`config.mk`:
```
export PLATFORM = sky130hd
export DESIGN_NAME = wb_stage_flat
export DESIGN_NICKNAME = d
export VERILOG_FILES = /design/src/rtl/wb_if.sv /design/src/rtl/wb_stage.sv /design/src/flat_wrapper.sv
export SDC_FILE = /design/constraint.sdc
export NUM_CORES = 1
export LEC_CHECK = 0
export ABC_AREA = 1
export CORE_MARGIN = 3
export CORE_UTILIZATION = 35
export CTS_BUF_LIST = sky130_fd_sc_hd__clkbuf_8
export CTS_CLUSTER_SIZE = 30
export DETAILED_ROUTE_END_ITERATION = 7
export PLACE_DENSITY = 0.68
export SETUP_SLACK_MARGIN = 0.1
export SLEW_MARGIN = 15
export SYNTH_ARGS = -nofsm -noshare
export SYNTH_HDL_FRONTEND = slang
export SYNTH_SLANG_ARGS = --single-unit
export TNS_END_PERCENT = 10
```
`constraint.sdc`:
```
create_clock -name clk -period 1.6 [get_ports clk]
set_input_delay 0.32 -clock clk [delete_from_list [all_inputs] [get_ports clk]]
set_output_delay 0.32 -clock clk [all_outputs]
set_load 0.03 [all_outputs]
```
`src/rtl/wb_if.sv`:
```
// Writeback stage bus: ALU and LSU result handshakes plus the register file write port.
interface wb_if #(
    parameter int XLEN = 64
);
    logic            alu_valid;
    logic            alu_ready;
    logic [4:0]      alu_rd;
    logic [XLEN-1:0] alu_result;
    logic            lsu_valid;
    logic            lsu_ready;
    logic [4:0]      lsu_rd;
    logic [63:0]     lsu_data;
    logic [2:0]      lsu_funct3;
    logic [2:0]      lsu_off;
    logic            rf_we;
    logic [4:0]      rf_waddr;
    logic [XLEN-1:0] rf_wdata;
    logic            wb_err;

    // Producer side: the execute units feeding results, observing the write port.
    modport master (
        output alu_valid, alu_rd, alu_result,
        output lsu_valid, lsu_rd, lsu_data, lsu_funct3, lsu_off,
        input  alu_ready, lsu_ready,
        input  rf_we, rf_waddr, rf_wdata, wb_err
    );

    // Writeback stage side.
    modport slave (
        input  alu_valid, alu_rd, alu_result,
        input  lsu_valid, lsu_rd, lsu_data, lsu_funct3, lsu_off,
        output alu_ready, lsu_ready,
        output rf_we, rf_waddr, rf_wdata, wb_err
    );
endinterface

```
`src/rtl/wb_stage.sv`:
```
// RV64I writeback stage: arbitrates ALU/LSU results, extracts and extends load
// data, and drives a registered register-file write port (one write per cycle).
module wb_stage #(
    parameter int XLEN       = 64,
    parameter int STARVE_MAX = 4
) (
    input  logic clk,
    input  logic rst_n,
    wb_if.slave  bus
);
    localparam int CNT_W = $clog2(STARVE_MAX + 1);
    localparam logic [CNT_W-1:0] STARVE_LIM = CNT_W'(STARVE_MAX);

    logic [CNT_W-1:0] starve_cnt;
    logic             alu_pri;
    logic             alu_gnt;
    logic             lsu_gnt;

    logic [XLEN-1:0]  ld_data_p0;
    logic             ld_err_p0;

    logic             rf_we_p1;
    logic [4:0]       rf_waddr_p1;
    logic [XLEN-1:0]  rf_wdata_p1;
    logic             err_p1;

    // Shift the addressed lane down and extend it according to the load type.
    function automatic logic [XLEN-1:0] load_extract(input logic [63:0] data,
                                                     input logic [2:0]  funct3,
                                                     input logic [2:0]  off);
        logic [63:0] lane;
        lane = data >> {off, 3'b000};
        case (funct3)
            3'b000:  return {{(XLEN-8){lane[7]}}, lane[7:0]};
            3'b001:  return {{(XLEN-16){lane[15]}}, lane[15:0]};
            3'b010:  return {{(XLEN-32){lane[31]}}, lane[31:0]};
            3'b100:  return {{(XLEN-8){1'b0}}, lane[7:0]};
            3'b101:  return {{(XLEN-16){1'b0}}, lane[15:0]};
            3'b110:  return {{(XLEN-32){1'b0}}, lane[31:0]};
            default: return lane;
        endcase
    endfunction

    // Illegal encoding (111) or an offset not aligned to the access size.
    function automatic logic load_bad(input logic [2:0] funct3,
                                      input logic [2:0] off);
        logic bad;
        bad = 1'b0;
        if (funct3 == 3'b111) begin
            bad = 1'b1;
        end else begin
            case (funct3[1:0])
                2'b01:   bad = off[0];
                2'b10:   bad = |off[1:0];
                2'b11:   bad = |off;
                default: bad = 1'b0;
            endcase
        end
        return bad;
    endfunction

    // Grant: LSU wins unless it is idle or the ALU has been starved long enough.
    always_comb begin
        alu_pri = bus.alu_valid && (!bus.lsu_valid || (starve_cnt == STARVE_LIM));
        alu_gnt = rst_n && alu_pri;
        lsu_gnt = rst_n && bus.lsu_valid && !alu_pri;
    end

    assign bus.alu_ready = alu_gnt;
    assign bus.lsu_ready = lsu_gnt;

    // Stage 0: load lane extraction and error detection.
    always_comb begin
        ld_data_p0 = load_extract(bus.lsu_data, bus.lsu_funct3, bus.lsu_off);
        ld_err_p0  = load_bad(bus.lsu_funct3, bus.lsu_off);
    end

    // Count consecutive cycles a pending ALU result loses arbitration.
    always_ff @(posedge clk or negedge rst_n) begin
        if (!rst_n) begin
            starve_cnt <= '0;
        end else if (!bus.alu_valid || alu_gnt) begin
            starve_cnt <= '0;
        end else if (starve_cnt != STARVE_LIM) begin
            starve_cnt <= starve_cnt + 1'b1;
        end
    end

    // Stage 1: register the accepted result onto the write port; x0 and faulting loads do not write.
    always_ff @(posedge clk or negedge rst_n) begin
        if (!rst_n) begin
            rf_we_p1    <= 1'b0;
            rf_waddr_p1 <= '0;
            rf_wdata_p1 <= '0;
            err_p1      <= 1'b0;
        end else begin
            rf_we_p1 <= 1'b0;
            err_p1   <= 1'b0;
            if (alu_gnt) begin
                if (bus.alu_rd != 5'd0) begin
                    rf_we_p1    <= 1'b1;
                    rf_waddr_p1 <= bus.alu_rd;
                    rf_wdata_p1 <= bus.alu_result;
                end
            end else if (lsu_gnt) begin
                if (ld_err_p0) begin
                    err_p1 <= 1'b1;
                end else if (bus.lsu_rd != 5'd0) begin
                    rf_we_p1    <= 1'b1;
                    rf_waddr_p1 <= bus.lsu_rd;
                    rf_wdata_p1 <= ld_data_p0;
                end
            end
        end
    end

    assign bus.rf_we    = rf_we_p1;
    assign bus.rf_waddr = rf_waddr_p1;
    assign bus.rf_wdata = rf_wdata_p1;
    assign bus.wb_err   = err_p1;

endmodule

```
`src/flat_wrapper.sv`:
```
// flat-port wrapper written by rule: the top's interface ports become plain ports
module wb_stage_flat 
#(
    parameter int XLEN       = 64,
    parameter int STARVE_MAX = 4
)
  (clk, rst_n, bus_alu_valid, bus_alu_rd, bus_alu_result, bus_lsu_valid, bus_lsu_rd, bus_lsu_data, bus_lsu_funct3, bus_lsu_off, bus_alu_ready, bus_lsu_ready, bus_rf_we, bus_rf_waddr, bus_rf_wdata, bus_wb_err);
  wb_if #(.XLEN(XLEN)) bus_i ();
  input  logic clk;
  input  logic rst_n;
  input wire logic [$bits(bus_i.alu_valid)-1:0] bus_alu_valid;
  input wire logic [$bits(bus_i.alu_rd)-1:0] bus_alu_rd;
  input wire logic [$bits(bus_i.alu_result)-1:0] bus_alu_result;
  input wire logic [$bits(bus_i.lsu_valid)-1:0] bus_lsu_valid;
  input wire logic [$bits(bus_i.lsu_rd)-1:0] bus_lsu_rd;
  input wire logic [$bits(bus_i.lsu_data)-1:0] bus_lsu_data;
  input wire logic [$bits(bus_i.lsu_funct3)-1:0] bus_lsu_funct3;
  input wire logic [$bits(bus_i.lsu_off)-1:0] bus_lsu_off;
  output wire logic [$bits(bus_i.alu_ready)-1:0] bus_alu_ready;
  output wire logic [$bits(bus_i.lsu_ready)-1:0] bus_lsu_ready;
  output wire logic [$bits(bus_i.rf_we)-1:0] bus_rf_we;
  output wire logic [$bits(bus_i.rf_waddr)-1:0] bus_rf_waddr;
  output wire logic [$bits(bus_i.rf_wdata)-1:0] bus_rf_wdata;
  output wire logic [$bits(bus_i.wb_err)-1:0] bus_wb_err;
  assign bus_i.alu_valid = bus_alu_valid;
  assign bus_i.alu_rd = bus_alu_rd;
  assign bus_i.alu_result = bus_alu_result;
  assign bus_i.lsu_valid = bus_lsu_valid;
  assign bus_i.lsu_rd = bus_lsu_rd;
  assign bus_i.lsu_data = bus_lsu_data;
  assign bus_i.lsu_funct3 = bus_lsu_funct3;
  assign bus_i.lsu_off = bus_lsu_off;
  assign bus_alu_ready = bus_i.alu_ready;
  assign bus_lsu_ready = bus_i.lsu_ready;
  assign bus_rf_we = bus_i.rf_we;
  assign bus_rf_waddr = bus_i.rf_waddr;
  assign bus_rf_wdata = bus_i.rf_wdata;
  assign bus_wb_err = bus_i.wb_err;
  wb_stage #(.XLEN(XLEN), .STARVE_MAX(STARVE_MAX)) u_core (.clk(clk), .rst_n(rst_n), .bus(bus_i));
endmodule
```
**Where the registers sit**

Other sequential cells in the stronger grey, the rest of the logic in the fainter grey.
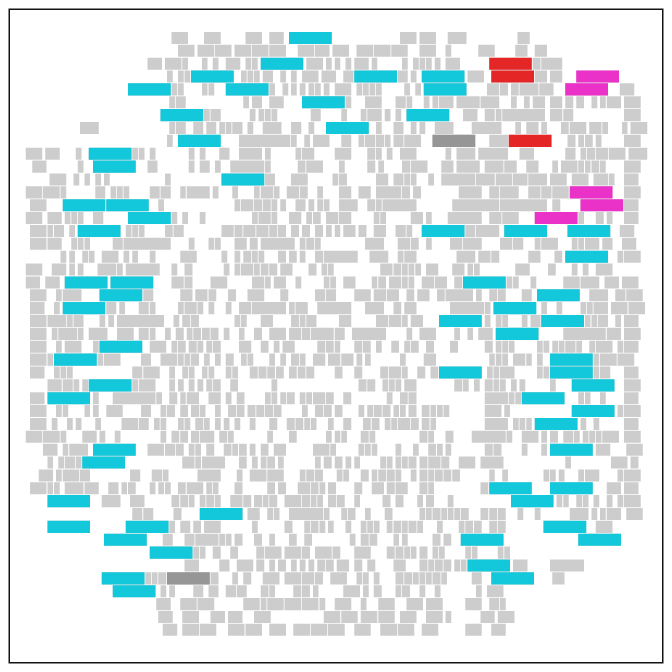
| colour | name in the netlist | flops |
|---|---|---|
| cyan | u_core.bus.rf_wdata | 64 |
| magenta | u_core.bus.rf_waddr | 5 |
| red | u_core.starve_cnt | 3 |
not coloured: 2
Layout Utilization: 58.2%
register area: 0.00185 mm^2
total sequential power: 2.54 mW
register share of the cell area: 18.9%

==> qor.csv <==
stage,metric,value,unit
worst_setup_path,setup.worst_path.end_class,flop,
clock_network,worst_setup_hold_path_clk_slew,0.08,ns
final_layout,layout.cells.most_common,sky130_fd_sc_hd__nand2_1,
worst_setup_path,critical_path_startpoint,u_core.starve_cnt[0]$_DFFE_PN0P_,
status,run_status,finished with violations,
grt,globalRouteMet3Util,5.44,%
floorplanning,overall_die_height,138,um
floorplanning,dieArea,0.0190,mm^2
synth,synth_cells,1036,
sta,worst_case_setup_margin_in_the_final_layout,-0.309,ns
grt,gr-usage-all-layers,25.1,%
power_and_ir_drop,power.combinational.total,3.87,mW
sta,grt_setup_unrepaired,true,
sta,setup_violations,72,
final_layout,layout_top_cells_excl_fill_tap,"398 x sky130_fd_sc_hd__nand2_1, 145 x sky130_fd_sc_hd__clkdlybuf4s50_1, 130 x sky130_fd_sc_hd__nand3_1",
sta,period_minus_slack,1.91,ns
final_layout,clock_area_share,2.28,%
synth,synth.yosys.seq_area_share,30.4,%
hold_path,hold_path_class,in2async,
synth,synth_largest_type_area_fraction,30.4,%
sta,layout_worst_path_cycle_share,119,%
floorplanning,die-width,138,um
synth,synth.top_cells.by_count,"410 x sky130_fd_sc_hd__nand2_1, 131 x sky130_fd_sc_hd__nand3_1, 115 x sky130_fd_sc_hd__nor2_1",
status,failing_checks,negative setup slack,
final_layout,diodes,2,
synth,synthTopLogicFamily,simple AND/OR/NAND/NOR gates,
routing,drtIter0Drc,661,
synth,post_synth_fa_ha_maj_area_fraction,0.411,%
job,max_cap_violations,0,
power_and_ir_drop,total_leakage_power,5.22,nW
power_and_ir_drop,internal-power,4.77,mW
worst_setup_path,cp.arrival,2.17,ns
**Clock distribution**

Scale bar: 50 um.
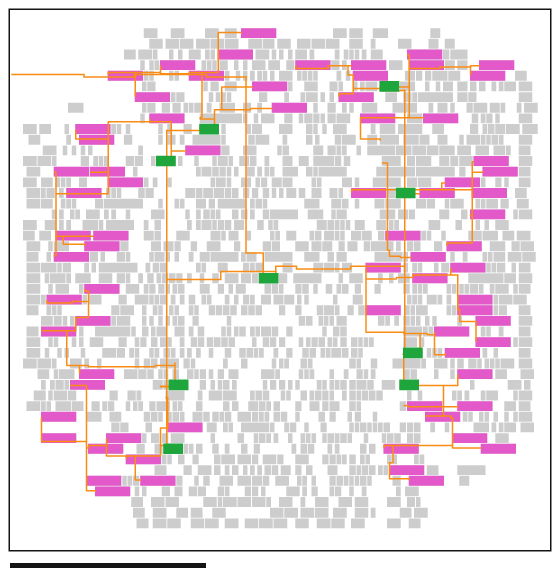
[green] clock-net drivers | count: 9
[magenta] flip-flops | count: 74
[orange] clock wires | length: 1,170 um
flops lie: widely spread
Clk network pwr share: 20.6%
final setup skew: 0.00540 ns
clock group total power: 1.66 mW
clock insertion delay at the later pin of the skew report: 0.37 ns

Power figures rest on the tool's default switching activity, not on a simulated workload.
